**src/rtl/pc_sequencer.sv**
```systemverilog
// pc_sequencer: fetch/decode/execute controller for the course CPU datapath.
// It drives the PC register load and the IR/ACC load strobes. Every output is
// a flop, so PCload/PC_in stay stable across the falling edge on which the
// PC register samples.
module pc_sequencer #(
    parameter int          ADDR_W    = 4,
    parameter int unsigned RESET_VEC = 0
) (
    input  logic              clk,
    input  logic              reset,
    input  logic              run,
    input  logic              step,
    input  logic [7:0]        instr,
    input  logic [ADDR_W-1:0] pc_cur,
    input  logic              zero,
    output logic              PCload,
    output logic [ADDR_W-1:0] PC_in,
    output logic              IRload,
    output logic              ACCload,
    output logic [1:0]        ALUop,
    output logic              halted,
    output logic [2:0]        state
);

    typedef enum logic [2:0] {
        S_INIT   = 3'd0,
        S_IDLE   = 3'd1,
        S_FETCH  = 3'd2,
        S_DECODE = 3'd3,
        S_EXEC   = 3'd4,
        S_HALT   = 3'd5
    } state_t;

    localparam logic [3:0] OP_LDI  = 4'h1;
    localparam logic [3:0] OP_ADD  = 4'h2;
    localparam logic [3:0] OP_SUB  = 4'h3;
    localparam logic [3:0] OP_JMP  = 4'h4;
    localparam logic [3:0] OP_JZ   = 4'h5;
    localparam logic [3:0] OP_JNZ  = 4'h6;
    localparam logic [3:0] OP_HALT = 4'hF;

    state_t            st_q, st_d;
    logic [3:0]        op_q, opnd_q;
    logic [ADDR_W-1:0] pc_q;
    logic              ss_q, ss_d;

    logic              pcl_d, irl_d, accl_d, hlt_d;
    logic [ADDR_W-1:0] pcin_d;
    logic [1:0]        alu_d;
    logic [ADDR_W-1:0] pc_inc, opnd_ext, tgt;

    assign state    = st_q;
    assign pc_inc   = pc_q + ADDR_W'(1);
    assign opnd_ext = ADDR_W'(opnd_q);

    // Branch target resolution from the latched instruction and the live zero flag
    always_comb begin
        tgt = pc_inc;
        case (op_q)
            OP_JMP:  tgt = opnd_ext;
            OP_JZ:   tgt = zero  ? opnd_ext : pc_inc;
            OP_JNZ:  tgt = !zero ? opnd_ext : pc_inc;
            default: tgt = pc_inc;
        endcase
    end

    // Next state plus the output values that belong to that next state, so the
    // registered outputs line up with the state they describe
    always_comb begin
        st_d   = st_q;
        ss_d   = ss_q;
        pcl_d  = 1'b0;
        pcin_d = '0;
        irl_d  = 1'b0;
        accl_d = 1'b0;
        alu_d  = 2'b00;
        hlt_d  = 1'b0;
        case (st_q)
            S_INIT: begin
                // PCload doubles as the phase bit: first cycle pulses the
                // reset vector load, second cycle moves on to IDLE
                if (!PCload) begin
                    pcl_d  = 1'b1;
                    pcin_d = ADDR_W'(RESET_VEC);
                end else begin
                    st_d = S_IDLE;
                end
            end
            S_IDLE: begin
                if (run) begin
                    st_d  = S_FETCH;
                    ss_d  = 1'b0;
                    irl_d = 1'b1;
                end else if (step) begin
                    st_d  = S_FETCH;
                    ss_d  = 1'b1;
                    irl_d = 1'b1;
                end
            end
            S_FETCH: st_d = S_DECODE;
            S_DECODE: begin
                if (op_q == OP_HALT) begin
                    st_d  = S_HALT;
                    hlt_d = 1'b1;
                end else begin
                    st_d   = S_EXEC;
                    pcl_d  = 1'b1;
                    pcin_d = tgt;
                    case (op_q)
                        OP_LDI:  begin accl_d = 1'b1; alu_d = 2'b00; end
                        OP_ADD:  begin accl_d = 1'b1; alu_d = 2'b01; end
                        OP_SUB:  begin accl_d = 1'b1; alu_d = 2'b10; end
                        default: ;
                    endcase
                end
            end
            S_EXEC: begin
                ss_d = 1'b0;
                if (run && !ss_q) begin
                    st_d  = S_FETCH;
                    irl_d = 1'b1;
                end else begin
                    st_d = S_IDLE;
                end
            end
            S_HALT: hlt_d = 1'b1;
            default: st_d = S_INIT;
        endcase
    end

    // State, single-step flag and registered outputs
    always_ff @(posedge clk or negedge reset) begin
        if (!reset) begin
            st_q    <= S_INIT;
            ss_q    <= 1'b0;
            PCload  <= 1'b0;
            PC_in   <= '0;
            IRload  <= 1'b0;
            ACCload <= 1'b0;
            ALUop   <= 2'b00;
            halted  <= 1'b0;
        end else begin
            st_q    <= st_d;
            ss_q    <= ss_d;
            PCload  <= pcl_d;
            PC_in   <= pcin_d;
            IRload  <= irl_d;
            ACCload <= accl_d;
            ALUop   <= alu_d;
            halted  <= hlt_d;
        end
    end

    // Capture the fetched instruction and its address while in FETCH
    always_ff @(posedge clk or negedge reset) begin
        if (!reset) begin
            op_q   <= '0;
            opnd_q <= '0;
            pc_q   <= '0;
        end else if (st_q == S_FETCH) begin
            op_q   <= instr[7:4];
            opnd_q <= instr[3:0];
            pc_q   <= pc_cur;
        end
    end

endmodule

```
**config.mk**
```make
export PLATFORM = sky130hd
export DESIGN_NAME = pc_sequencer
export DESIGN_NICKNAME = d
export VERILOG_FILES = /design/src/rtl/pc_sequencer.sv
export SDC_FILE = /design/constraint.sdc
export NUM_CORES = 1
export LEC_CHECK = 0
export ABC_CLOCK_PERIOD_IN_PS = 1640
export CORE_MARGIN = 2
export CORE_UTILIZATION = 40
export DETAILED_ROUTE_END_ITERATION = 10
export HOLD_SLACK_MARGIN = 0.03
export PLACE_DENSITY_LB_ADDON = 0.25
export SYNTH_ARGS = -nofsm -noshare
export SYNTH_HDL_FRONTEND = slang
export SYNTH_SLANG_ARGS = --single-unit
export TNS_END_PERCENT = 10
```
**constraint.sdc**
```tcl
create_clock -name clk -period 1.64 [get_ports clk]
set_clock_uncertainty 0.15 [all_clocks]
set_input_delay 0.492 -clock clk [delete_from_list [all_inputs] [get_ports clk]]
set_output_delay 0.492 -clock clk [all_outputs]
set_load 0.1 [all_outputs]
```
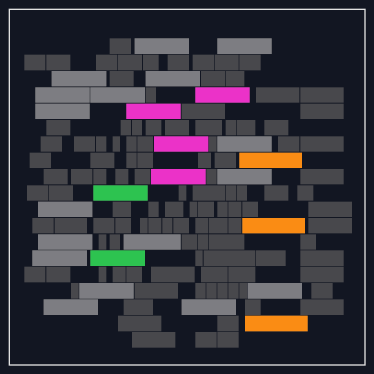
(register map, names as in the netlist)
(6 px per µm)
legend:
  orange:
    name_in_the_netlist: `state`
    sequential_cells: 3
  magenta:
    name_in_the_netlist: `PC_in`
    sequential_cells: 4
  green:
    name_in_the_netlist: `ALUop`
    sequential_cells: 2

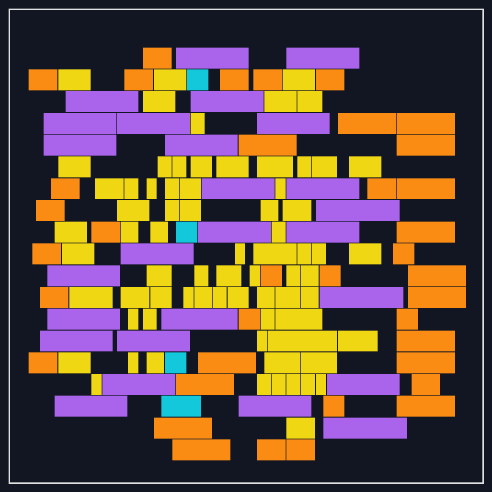
(placed cells, one colour a class)
(8 px per µm)
legend:
  orange:
    class: remaining buffers and delay cells
    cells: 37
    share_of_their_area: 28%
  purple:
    class: registers
    cells: 26
    share_of_their_area: 37%
  cyan:
    class: clock drivers and dummy loads
    cells: 4
    share_of_their_area: 2.0%
  yellow:
    class: remaining logic cells
    cells: 72
    share_of_their_area: 32%
Core Box Area: 0.00283 mm²
Final Core Density: 64.2%
flop share of the area: 36.5%
design area: 0.00182 mm²

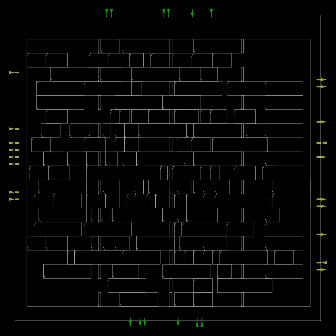
(placement view)
Flops: 26
Fill cells: 218
Site Rows: 19
Tapcells: 31
Layout Cells excl Fill: 170

==> impl_metrics.tcl <==
# flow metrics
set metrics [dict create \
    outcome "finished with violations" \
    violations "setup timing" \
    hold_buffers 0 \
    r2r-start "state[2]" \
    syn-cell-area_mm2 0.00121 \
    synth_area_leader_cell "dfrtp_1" \
    clock_latency_ns 0.32 \
    die_h_um 59.1 \
    relSlewSlack_pct 79.0 \
    p_int_uw 2120 \
    pg_comb_uw 2430 \
    vias_per_cell 5.46 \
    post-route-period-util_pct 101 \
    setup_violations 4 \
    finalNetCount 158 \
    finalPower_uw 3950 \
    fmax_mhz 601 \
    cts_resized 0 \
    cts_root_buf "clkbuf_4" \
    io_buffer_count 29 \
    yosysWarnings 0 \
    maxCapViolCount 0 \
    fin_ws_ns -0.0236 \
    finalCriticalPeriod_ns 1.66 \
    p_leak_uw 0.000760 \
    clockBufferDepth 2 \
    async_reset_ff_share_pct 100 \
    seq_area_um2 663 \
    diodes 0 \
    die_x_um 59.1 \
]
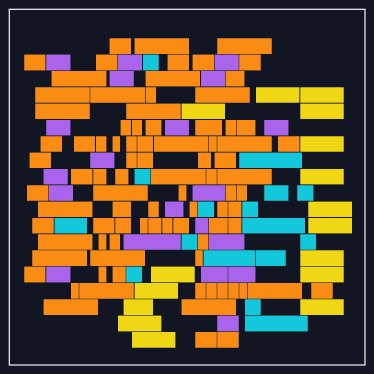
(cells by drive strength)
(6 px per µm)
legend:
  orange:
    size: x1 and smaller
    cells: 87
  purple:
    size: x2
    cells: 20
  cyan:
    size: x3 and x4
    cells: 16
  yellow:
    size: x6 and larger
    cells: 16
non-clock buffer total of the final layout: 37
final worst slack: -0.0236 ns

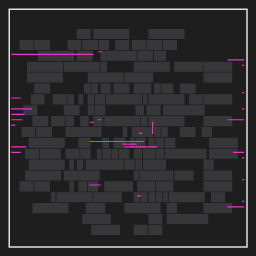
(M3 wires)
(4 px per µm) Cells faint in the background.
share of all routed wire: 3.5%
longest straight run: 20.2 µm
wire length on this layer: 85.8 µm
main direction: horizontal
detailed-route wire length: 2460 µm
Vias: 929
met3 Use GR: 3.28%

-- cell usage after synthesis (2+ instances only) --
cell type / number
xnor2_1: 2
nor3_1: 5
mux2_2: 13
dfrtp_1: 26
o21ai_0: 3
nor2_1: 6
nand3_1: 4
buf_6: 3
nand2_1: 3
a211oi_1: 3
a21oi_1: 6
inv_1: 2
nand2b_1: 5
buf_2: 2
-- layer usage --
metal  part of all wire [%]  wire length (µm)  up-vias
met4                    2.6                65        0
met1                     43              1050      444
li1                       -                 -      446
met3                    3.5                85        7
met5                      0                 0        -
met2                     51              1260       32
-- critical path: stages (launching register included) --
cell and delay, ns:
dfrtp_4 0.53, buf_4 0.17, or4_1 0.53, nand2_2 0.09, o32ai_2 0.09
-- logic make-up (layout without fill, tap and decap cells) --
logic type,after synthesis,after routing,share of synthesized area (%)
flops,26,26,53.7
mux,14,14,12.9
compound gates,19,19,10.4
buf+inv,7,43,4.23
simple gates,33,33,15.6
xor+xnor,3,3,2.17
fa+ha+maj,1,1,1.03
-- worst paths after layout --
check | endpoint | slack (ns) | cells after the start
worst max-delay path | state[0] | -0.02 | 4
worst min-delay path | IRload | 0.35 | 2
worst max register to register | state[0] | -0.02 | 4
worst min register to register | opnd_ext[1] | 0.38 | 1
max in group asynchronous | state[2] | 0.82 | 2
min in group clk | opnd_ext[1] | 0.38 | 1
-- cells in the final DEF, fill, tap and decap left out, types with 2 or more instances in the layout --
cell type / n
dfrtp_1: 22
clkdlybuf4s50_1: 16
buf_12: 15
mux2_2: 12
a21oi_1: 6
nor2_1: 6
buf_4: 6
nor3_1: 5
nand2b_1: 4
nand3_1: 4
a211oi_1: 3
o21ai_0: 3
clkbuf_4: 3
dfrtp_4: 3
nand2_1: 2
inv_1: 2
xnor2_1: 2
